==> config.mk <==
export PLATFORM = sky130hd
export DESIGN_NAME = io_clk_meas
export DESIGN_NICKNAME = d
export VERILOG_FILES = /design/src/rtl/io_clk_meas.sv
export SDC_FILE = /design/constraint.sdc
export NUM_CORES = 1
export LEC_CHECK = 0
export ABC_AREA = 1
export CAP_MARGIN = 20
export CORE_ASPECT_RATIO = 1.4
export CORE_UTILIZATION = 30
export CTS_CLUSTER_SIZE = 12
export DETAILED_ROUTE_END_ITERATION = 7
export SLEW_MARGIN = 20
export SYNTH_ARGS = -nofsm -noshare
export SYNTH_HDL_FRONTEND = slang
export SYNTH_SLANG_ARGS = --single-unit
==> constraint.sdc <==
create_clock -name AClkH -period 3.35 [get_ports AClkH]
set_clock_uncertainty 0.05 [all_clocks]
set_input_delay 0.67 -clock AClkH [delete_from_list [all_inputs] [get_ports AClkH]]
set_output_delay 0.67 -clock AClkH [all_outputs]
set_load 0.1 [all_outputs]
Fig. 1: congestion heat map
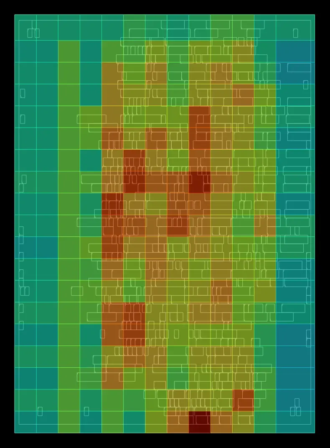
GRT Max-Usage Layer: met2
Wirelength per Cell: 12.0 um
grt met2 use: 24.6%

Fig. 2: cells by drive strength
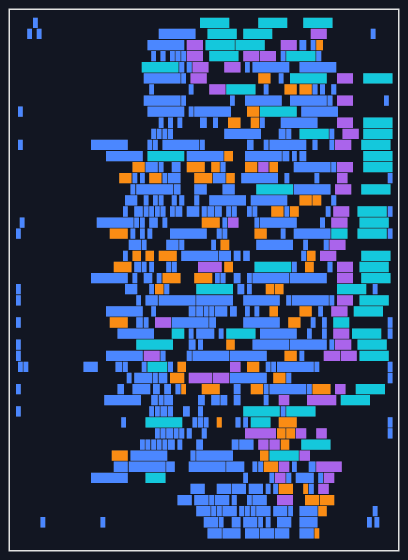
legend:
  blue:
    size: drive 1 or less
    cells: 364
    share: 68%
    most_used: nand2_1
  purple:
    size: drive 3 to 4
    cells: 53
    share: 9.9%
    most_used: nor2_4
  orange:
    size: drive 2
    cells: 65
    share: 12%
    most_used: o21ai_2
  cyan:
    size: drive 6 and up
    cells: 52
    share: 9.7%
    most_used: buf_12
P&R area growth vs syn: 44.7%
design area: 0.00527 sq mm

Fig. 3: routed clock nets over the placement
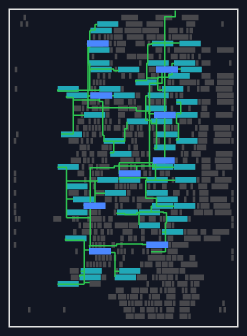
legend:
  blue:
    item: cells driving clock nets
    count: 9
  cyan:
    item: flip-flops
    count: 57
  green:
    item: clock wires
    length: 829 um
routed clock nets: 10
clk ins delay skew pair: 0.33 ns
Clk. pwr: 0.000831 W
Clk pwr share: 31.5%

==> CHANGELOG.md <==
## Flow update

* M1 WL at 3.43 mm
* Average cell area after synthesis at 7.97 sq um
* Max-cap violations at 0
* Crit Path Max Fanout at 8
* Crit path cell chain: clkdlybuf4s50_1 -> nor2_1 -> nand2_1 -> nor2_4 -> buf_4 -> nor2_2 -> nand2_2 -> clkinvlp_4 -> nand3_4 -> clkbuf_16 -> nor2_4 -> buf_12
* P_int at 0.00168 W
* Slew HR at 56.8%
* CP Class: in2out
* Vias/cell at 4.43
* Met2 wire length at 4.29 mm
* Logic pwr share at 30.0%
* Tmin final at ~3.3 ns
* DR top layer: met4
* CTS tree: yes
* Switching share of power at 36.4%
* Die height at 132 um
* Arr. time, crit path at 2.53 ns
* Count leader, synth: nand2_1
* Crit path capture type: primary output
* Top FF cell, synth: dfrtp_1
* Status: complete, no violations
* Top post-synthesis cells by count: nand2_1 (129), nor2_1 (60), dfrtp_1 (57)
* Clk Tree Root Cell: clkbuf_16
* Reg2Reg Depth at 12
* Synth cell types at 39
* Core area at 0.0118 sq mm
* Delay of the slowest critical-path stage at about 0.50 ns
* Clk pin slew, worst setup/hold paths at ~0.050 ns
* Total power divided by cell area at 500 mW/mm^2
* Initial antenna violation count at 0
* Die x size at 95.1 um
* Final nets at 627
* Final Hold Fails at 0
* Mapped Cells at 457
* Row cnt at 47
* Cell area leaders: dfrtp_1 (39%), nand2_1 (13%), buf_4 (7.2%)
* # Cells Yosys at 457
* Largest net degree at the start of global routing at 34
* Sink Count at 57
* Port-buffer cells at 63
* Sw Pwr at 0.000959 W
* Ports at 159
* Ant diodes at 0
* Reg2reg setup slack at 1.05 ns
* Overall Global Routing Usage at 14.0%
* Via count at 3016
* First-pass GRT wire length at 13.6 mm
* DRC at 0
* DP Cell Count at approximately 660
* Crit start category: input pin
* Grt met3 use at 2.94%
* Die Size at around 0.013 sq mm
* Fin. max-slew vios at 0
* Worst Hold Class: in2async
* Fmax at roughly 310 MHz
* Dpl ws at about 0.021 ns
* Number of H-tree branching levels at 3
* Grt ovf at 0
* YS warnings at 0
* Initial drt markers at 151
* Crit path required time at 2.63 ns
* Fill count at 1123
* Final core utilization at about 45%
* GP Congestion at 0.841
* CP max stage cell: clkdlybuf4s50_1
* Largest type area fraction at 39.2%
* Final setup vio count at 0
* Post-route ant nets at 0
* Tool warnings at 90
* Hold Buf Count CTS at 0
* Layout Cells excl Fill at between 600 and 700
* Worst Max-Slew Pin Slew at 0.645 ns
* Most frequent CP cell: nor2_4
* CTS buffer count at 9
* Metal3 WL at 274 um
* FP Core Util at 30.8%
* Leading area contributor after synthesis: dfrtp_1
* Setup repair bufs after CTS at 0
* Yosys Chip Area at 0.00364 sq mm
* Flip-flops with a built-in enable at 0
* Cell Area, Synth at 0.00364 sq mm
* Sequential Power Share at 38.5%
* CTS resizes at 0
* Flops out of synthesis at 57
* Setup WS post-layout at 0.0994 ns
* Routed WL at 8.19 mm
* Leak at between 2 and 2.5 nW
* Max VDD drop at 0.000224 V
* Share of layout cells above drive strength 1 at 31.8%
* Vias in the first global route at between 2000 and 3000
* GR Layer Usage met1 at 15.6%
* Cycle use final at a little over nine tenths
* DP HPWL at about 6.3 mm
* Seq share, synth at 39.2%
* Post-synth ARST share at 100%
* Iteration tally of the first detailed-router pass at 5
* Clock Tree Buf Depth at 2
==> layout make-up <==
type                       count  area [sq um]  share of cell area, %
inverter                      31           125                   2.37
timing repair buffer          81          1150                   21.8
multi-input combinational    352          2110                   40.1
tap                          147           184                   3.49
sequential                    57          1430                   27.1
clock buffer                  13           270                   5.13
==> stage by stage <==
stage	hold slack (ns)	power (W)	instance area, sq um	TNS [ns]
5_1_grt	0.254	0.00279	5270	-0.0150
3_3_place_gp	0.416	0.00179	4900	0
4_1_cts	0.236	0.00266	5170	0
3_5_place_dp	0.415	0.00182	4900	0
2_1_floorplan	0.324	0.00171	4050	-0.998
6_report	0.227	0.00264	5270	0
==> critical path: cells and delay by family <==
kind	cells	cell delay [ns]
AND/OR/NAND/NOR	7	0.71
buffers and inverters	5	1.14
==> power by group through the flow <==
stage                     clock (W)  combinational (W)  sequential (W)
after detailed placement          0           0.000794         0.00102
after global routing       0.000878           0.000874         0.00104
after CTS                  0.000848           0.000798         0.00101
after floorplan                   0           0.000718        0.000991
final                      0.000831           0.000790         0.00101
after global placement            0           0.000778         0.00102
==> layout by cell type, fill, tap and decap left out, drive strengths merged <==
cell,n
mux2,1
nand4,7
buf,52
clkdlybuf4s50,23
nor3,5
o31ai,1
o21ai,36
nand3,20
nor2,66
nand2,144
dfrtp,57
dlymetal6s2s,5
o22ai,11
a21oi,2
conb,33
ha,3
or2,8
clkinv,1
inv,29
clkinvlp,1
nor4,2
clkbuf,14
xor2,13
==> cell families after synthesis <==
logic type / Yosys count / share of synthesized area [%]
buf+inv: 80 / 13.8
fa+ha+maj: 3 / 1.03
simple gates: 252 / 31.6
compound gates: 50 / 10.8
xor+xnor: 13 / 3.13
other cells: 1 / 0.103
flops: 57 / 39.2
mux: 1 / 0.309
Power figures rest on the tool's default switching activity, not on a simulated workload.
